===== config.mk =====
export PLATFORM = sky130hd
export DESIGN_NAME = outagu_flat
export DESIGN_NICKNAME = d
export VERILOG_FILES = /design/src/rtl/outagu_if.sv /design/src/rtl/outagu.sv /design/src/flat_wrapper.sv
export SDC_FILE = /design/constraint.sdc
export NUM_CORES = 1
export LEC_CHECK = 0
export CORE_MARGIN = 2
export CORE_UTILIZATION = 50
export DETAILED_ROUTE_END_ITERATION = 7
export PLACE_DENSITY = 0.75
export SLEW_MARGIN = 15
export SYNTH_ARGS = -nofsm -noshare
export SYNTH_HDL_FRONTEND = slang
export SYNTH_SLANG_ARGS = --single-unit

===== constraint.sdc =====
create_clock -name clk -period 5.8 [get_ports clk]
set_clock_uncertainty 0.2 [all_clocks]
set_input_delay 0.58 -clock clk [delete_from_list [all_inputs] [get_ports clk]]
set_output_delay 0.58 -clock clk [all_outputs]
set_load 0.02 [all_outputs]

===== src/rtl/outagu_if.sv =====
// Output address generator bus bundle: quantizer handshake plus data memory
// write request/grant. The "master" side belongs to outagu, which accepts
// quantizer words and issues writes. The "slave" side belongs to the
// environment: the quantizer and the memory arbiter.
interface outagu_if #(
  parameter int BDBANKA = 15
);
  logic               qvalid;
  logic               qready;
  logic               wrd_en;
  logic               wrd_grnt;
  logic [BDBANKA-1:0] wrd_addr;

  modport master (
    input  qvalid,
    input  wrd_grnt,
    output qready,
    output wrd_en,
    output wrd_addr
  );

  modport slave (
    output qvalid,
    output wrd_grnt,
    input  qready,
    input  wrd_en,
    input  wrd_addr
  );
endinterface


===== src/rtl/outagu.sv =====
// outagu -- output address generator.
// Walks up to three nested vector dimensions. For each vector it accepts P
// quantizer words, one per bit-plane, and writes each of them to consecutive
// addresses starting at the vector address. Vector addresses accumulate
// per-dimension strides. The stride of the dimension that advances is added
// to the running address; the address is never recomputed from the counters.
// Optional feature: define OUTAGU_STALLCNT_EN to add the 16-bit saturating
// stallcnt output. It counts the cycles in which a write request waits
// for a grant.
module outagu #(
  parameter int BPREC   = 6,
  parameter int BDBANKA = 15,
  parameter int BLENGTH = 15
) (
  input  logic               clk,
  input  logic               clr,
  input  logic               start,
  input  logic [BPREC-1:0]   oprecision,
  input  logic [BDBANKA-1:0] obaseaddr,
  input  logic [BDBANKA-1:0] ostride0,
  input  logic [BDBANKA-1:0] ostride1,
  input  logic [BDBANKA-1:0] ostride2,
  input  logic [BLENGTH-1:0] olength0,
  input  logic [BLENGTH-1:0] olength1,
  input  logic [BLENGTH-1:0] olength2,
  outagu_if.master           bus,
`ifdef OUTAGU_STALLCNT_EN
  output logic [15:0]        stallcnt,
`endif
  output logic               busy,
  output logic               done
);

  typedef enum logic [1:0] {IDLE, WAIT, WRITE, DONE} state_t;

  state_t             state_q;
  logic [BPREC-1:0]   pm1_q;
  logic [BDBANKA-1:0] str0_q, str1_q, str2_q;
  logic [BLENGTH-1:0] len0_q, len1_q, len2_q;
  logic [BPREC-1:0]   b_q;
  logic [BLENGTH-1:0] c0_q, c1_q, c2_q;
  logic [BDBANKA-1:0] vaddr_q;
  logic [BDBANKA-1:0] wrd_addr_q;
  logic               qready_q, wrd_en_q, busy_q, done_q;

  logic [BLENGTH-1:0] c0_d, c1_d, c2_d;
  logic [BDBANKA-1:0] vaddr_d;
  logic [BDBANKA-1:0] plane_addr_d;
  logic               last_plane_d;
  logic               job_end_d;

  // Next bit-plane address and next vector pointer (innermost dimension first)
  always_comb begin
    last_plane_d = (b_q == pm1_q);
    plane_addr_d = vaddr_q + BDBANKA'(b_q) + BDBANKA'(1);
    c0_d         = c0_q;
    c1_d         = c1_q;
    c2_d         = c2_q;
    vaddr_d      = vaddr_q;
    job_end_d    = 1'b0;
    if (c0_q < len0_q) begin
      c0_d    = c0_q + BLENGTH'(1);
      vaddr_d = vaddr_q + str0_q;
    end else if (c1_q < len1_q) begin
      c0_d    = '0;
      c1_d    = c1_q + BLENGTH'(1);
      vaddr_d = vaddr_q + str1_q;
    end else if (c2_q < len2_q) begin
      c0_d    = '0;
      c1_d    = '0;
      c2_d    = c2_q + BLENGTH'(1);
      vaddr_d = vaddr_q + str2_q;
    end else begin
      job_end_d = 1'b1;
    end
  end

  // Job FSM. All outputs are registered alongside the state; start overrides everything
  always_ff @(posedge clk or posedge clr) begin
    if (clr) begin
      state_q    <= IDLE;
      pm1_q      <= '0;
      str0_q     <= '0;
      str1_q     <= '0;
      str2_q     <= '0;
      len0_q     <= '0;
      len1_q     <= '0;
      len2_q     <= '0;
      b_q        <= '0;
      c0_q       <= '0;
      c1_q       <= '0;
      c2_q       <= '0;
      vaddr_q    <= '0;
      wrd_addr_q <= '0;
      qready_q   <= 1'b0;
      wrd_en_q   <= 1'b0;
      busy_q     <= 1'b0;
      done_q     <= 1'b0;
    end else if (start) begin
      // A precision of 0 is stored as P-1 = 0, i.e. it behaves as P = 1
      pm1_q      <= (oprecision == '0) ? '0 : oprecision - BPREC'(1);
      str0_q     <= ostride0;
      str1_q     <= ostride1;
      str2_q     <= ostride2;
      len0_q     <= olength0;
      len1_q     <= olength1;
      len2_q     <= olength2;
      b_q        <= '0;
      c0_q       <= '0;
      c1_q       <= '0;
      c2_q       <= '0;
      vaddr_q    <= obaseaddr;
      wrd_addr_q <= obaseaddr;
      state_q    <= WAIT;
      qready_q   <= 1'b1;
      wrd_en_q   <= 1'b0;
      busy_q     <= 1'b1;
      done_q     <= 1'b0;
    end else begin
      case (state_q)
        WAIT: begin
          if (bus.qvalid) begin
            state_q  <= WRITE;
            qready_q <= 1'b0;
            wrd_en_q <= 1'b1;
          end
        end
        WRITE: begin
          if (bus.wrd_grnt) begin
            wrd_en_q <= 1'b0;
            if (!last_plane_d) begin
              b_q        <= b_q + BPREC'(1);
              wrd_addr_q <= plane_addr_d;
              state_q    <= WAIT;
              qready_q   <= 1'b1;
            end else begin
              b_q <= '0;
              if (job_end_d) begin
                state_q <= DONE;
                busy_q  <= 1'b0;
                done_q  <= 1'b1;
              end else begin
                c0_q       <= c0_d;
                c1_q       <= c1_d;
                c2_q       <= c2_d;
                vaddr_q    <= vaddr_d;
                wrd_addr_q <= vaddr_d;
                state_q    <= WAIT;
                qready_q   <= 1'b1;
              end
            end
          end
        end
        DONE: begin
          state_q <= IDLE;
          done_q  <= 1'b0;
        end
        default: begin
          state_q <= IDLE;
        end
      endcase
    end
  end

  assign bus.qready   = qready_q;
  assign bus.wrd_en   = wrd_en_q;
  assign bus.wrd_addr = wrd_addr_q;
  assign busy         = busy_q;
  assign done         = done_q;

`ifdef OUTAGU_STALLCNT_EN
  logic [15:0] stall_q;

  // Count ungranted write-request cycles, saturating; a new job restarts the count
  always_ff @(posedge clk or posedge clr) begin
    if (clr) begin
      stall_q <= '0;
    end else if (start) begin
      stall_q <= '0;
    end else if (wrd_en_q && !bus.wrd_grnt && (stall_q != 16'hFFFF)) begin
      stall_q <= stall_q + 16'd1;
    end
  end

  assign stallcnt = stall_q;
`endif

endmodule


===== src/flat_wrapper.sv =====
// flat-port wrapper written by rule: the top's interface ports become plain ports
module outagu_flat 
#(
  parameter int BPREC   = 6,
  parameter int BDBANKA = 15,
  parameter int BLENGTH = 15
)
  (clk, clr, start, oprecision, obaseaddr, ostride0, ostride1, ostride2, olength0, olength1, olength2, busy, done, bus_qvalid, bus_wrd_grnt, bus_qready, bus_wrd_en, bus_wrd_addr);
  outagu_if #(.BDBANKA(BDBANKA)) bus_i ();
  input  logic clk;
  input  logic clr;
  input  logic start;
  input  logic [BPREC-1:0] oprecision;
  input  logic [BDBANKA-1:0] obaseaddr;
  input  logic [BDBANKA-1:0] ostride0;
  input  logic [BDBANKA-1:0] ostride1;
  input  logic [BDBANKA-1:0] ostride2;
  input  logic [BLENGTH-1:0] olength0;
  input  logic [BLENGTH-1:0] olength1;
  input  logic [BLENGTH-1:0] olength2;
  output logic busy;
  output logic done;
  input wire logic [$bits(bus_i.qvalid)-1:0] bus_qvalid;
  input wire logic [$bits(bus_i.wrd_grnt)-1:0] bus_wrd_grnt;
  output wire logic [$bits(bus_i.qready)-1:0] bus_qready;
  output wire logic [$bits(bus_i.wrd_en)-1:0] bus_wrd_en;
  output wire logic [$bits(bus_i.wrd_addr)-1:0] bus_wrd_addr;
  assign bus_i.qvalid = bus_qvalid;
  assign bus_i.wrd_grnt = bus_wrd_grnt;
  assign bus_qready = bus_i.qready;
  assign bus_wrd_en = bus_i.wrd_en;
  assign bus_wrd_addr = bus_i.wrd_addr;
  outagu #(.BPREC(BPREC), .BDBANKA(BDBANKA), .BLENGTH(BLENGTH)) u_core (.clk(clk), .clr(clr), .start(start), .oprecision(oprecision), .obaseaddr(obaseaddr), .ostride0(ostride0), .ostride1(ostride1), .ostride2(ostride2), .olength0(olength0), .olength1(olength1), .olength2(olength2), .bus(bus_i), .busy(busy), .done(done));
endmodule

Figure 1. A small window of the routed layout.
Bar = 10 um. Window x 67 to 92, y 35 to 60 um. Cells in grey, sequential cells in the stronger grey; small squares are vias.
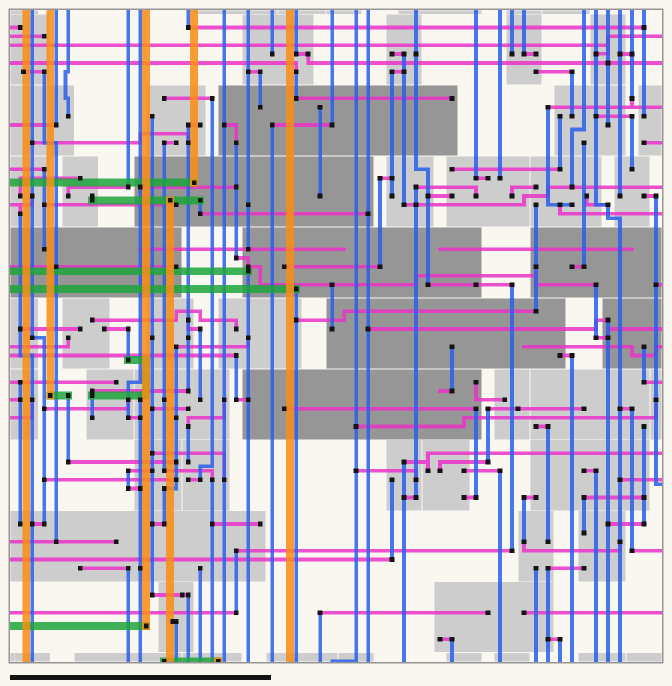
metal 1: shown in magenta. metal 3: shown in green. metal 4: shown in orange. metal 2: shown in blue.
42 logic cells have their middle in the window. Sequential cells in the window: 7. Most frequent: dfrtp_1 (7). Netlist names of flops here include `u_core.vaddr_q` (3), `u_core.bus.wrd_addr` (2), `u_core.len1_q` (2).

Figure 2. Placement view.
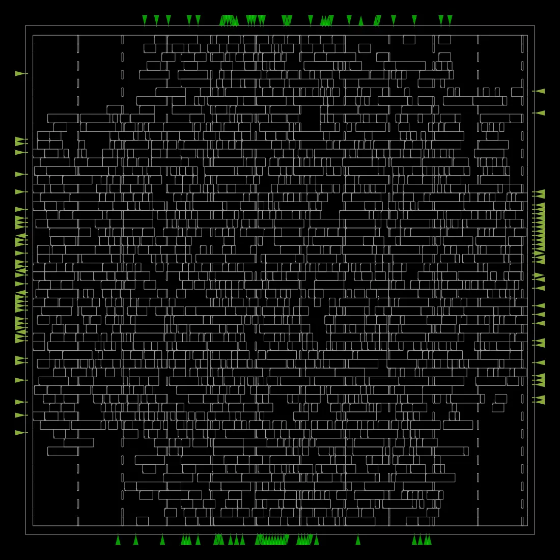
Core Util, Final: 60.00%
Std-Cell Core Area: 23400 um2
FP Rows: 56
post-route insts no fill: 1743
Tapcell Cnt: 319

Figure 3. Gate families picked out.
Bar = 50 um.
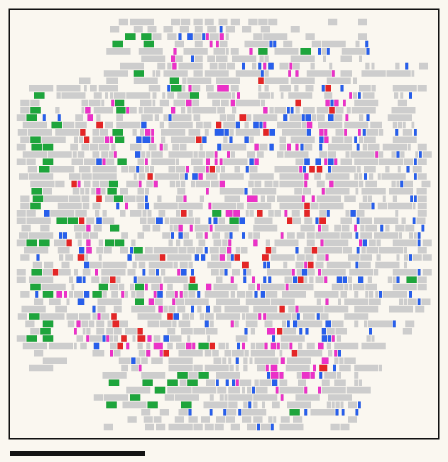
mux cells: shown in green, cells 67, most used mux2_2. nor cells: shown in magenta, cells 161, most used nor2_1. nand cells: shown in blue, cells 194, most used nand2_1, where spread over the die. and/or cells: shown in red, cells 50, most used and3_1.

==> results.txt <==
run results: group drawing the most power=sequential cells, area taken by multi-input logic gates=6815 um2, GR Overflow Total=0, yosys synthesis chip area=11870 um2, maximum fanout along the worst path=20, WP data required=about 5.9 ns, leading register cell type out of synthesis=dfrtp_1, Max stage delay on crit path=0.79 ns, count of library flops with an enable pin=0, share of power burned in combinational logic=30.4%, unrepaired setup endpoints after global routing=no, Least-Margin Pin Slew=0.9711 ns, biggest cell category by area in the final layout=combinational gates, Seq power=1.49 mW, Die W=158.1 um, Top Layout Cells=dfrtp_1, clkdlybuf4s50_1, nand2_1, pin count of the biggest net entering global routing=roughly 100, count of buffers from port buffering=134, syn_nets=roughly 1500, leading area contributor after synthesis=dfrtp_1, FFs & Latches=183, internal cell power=around 2.4 mW, number of signal-net inverters in the final layout=78, Leak=just over 6 nW, run status=finished, final reports clean, cell depth of the worst flop-to-flop path=11, Avg Vias per Cell=5.790, post-synthesis cell area=around 12000 um2, power drawn by the combinational cells=1.12 mW, Cells after Synth=1297, most common cell in the netlist=dfrtp_1, Final Net Count=1633, post-route antenna net violation count=0, slowest cell on the critical path=nor2_1, total count of hold-check failures in the final report=0, # resized after CTS=0, total setup violations reported at the end of the flow=0, clock root buffer=clkbuf_16, initial antenna violation count=0, post-detailed-routing wire length=30.49 mm, summed negative setup slack over all endpoints=0 ns, number of distinct library cells after synthesis=81, share of the cycle needed by the critical path after routing=65.98%, worst-case register-to-register setup slack=1.97 ns, fraction of power spent switching nets=between 30% and 40%, ratio of cells with drive above 1 in the final layout=7.725%, Worst VDD drop=0.1881 mV
Figure 4. Wire density map.
32 x 32 tiles, from black (low) to pale yellow (high), scaled to the fullest tile. Values are wire area over tile area, all layers added.
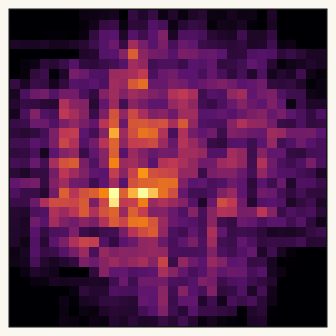
The mean over all tiles is 0.20. The fullest tile reaches 0.87. 13% of the tiles are nearly empty. The emptiest ninth of the die: lower right. 7.6% of the tiles are over half the peak.

Figure 5. Clock distribution.
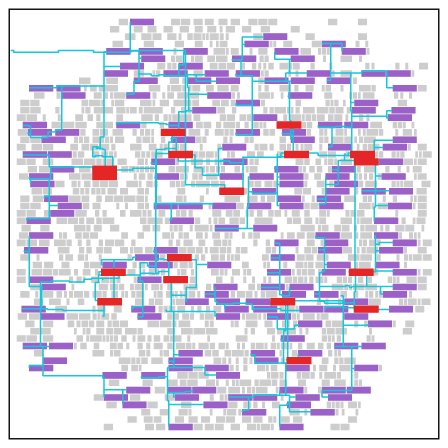
clock wires: shown in cyan, length 2340 um. flip-flops: shown in purple, count 183. clock drivers: shown in red, count 17.
There are 18 routed clock nets.

registers in the layout, indices dropped and copies added (netlist names):
name / flops
u_core.bus.wrd_addr: 15
u_core.c0_q: 15
u_core.c1_q: 15
u_core.c2_q: 15
u_core.len0_q: 15
u_core.len1_q: 15
u_core.len2_q: 15
u_core.str0_q: 15
u_core.str1_q: 15
u_core.str2_q: 15
u_core.vaddr_q: 15
u_core.b_q: 6
u_core.pm1_q: 6
u_core.state_q: 2
u_core.bus.qready: 1
u_core.bus.wrd_en: 1
u_core.busy: 1
u_core.done: 1
how the worst max path moves through the flow:
stage | startpoint | end | cells after the start
after floorplan | clr | u_core.b_q[0] | 1
after global placement | u_core.c2_q[2] | u_core.bus.wrd_addr[10] | 11
after detailed placement | u_core.c2_q[2] | u_core.bus.wrd_addr[10] | 11
after CTS | u_core.c2_q[2] | u_core.bus.wrd_addr[10] | 11
after global routing | u_core.c2_q[2] | u_core.bus.wrd_addr[10] | 11
final | u_core.c2_q[2] | u_core.bus.wrd_addr[10] | 11
stage by stage:
step / hold slack [ns] / setup WS, ns / total power, mW / instances / util [%]
floorplan: 0.2650 / 0.04798 / 2.250 / 1297 / -
global placement: 0.2723 / 2.135 / 2.587 / 1714 / 57.79
detailed placement: 0.2695 / 2.045 / 2.613 / 1714 / 57.79
CTS: 0.2868 / 2.019 / 3.674 / 1743 / 60.00
global route: 0.3289 / 1.700 / 3.873 / 1743 / 60.00
finish: 0.2831 / 1.973 / 3.673 / 1743 / 60.00
kinds of logic after synthesis:
group / count (synthesis) / share of synthesized area, %
AND/OR/NAND/NOR: 405 / 16.18
XOR/XNOR: 80 / 5.903
flip-flops: 183 / 38.58
buffers and inverters: 126 / 4.069
AND-OR/OR-AND: 333 / 18.02
adder cells (fa/ha/maj): 103 / 11.11
multiplexers: 67 / 6.135
Power is estimated from default activity; no workload was simulated.
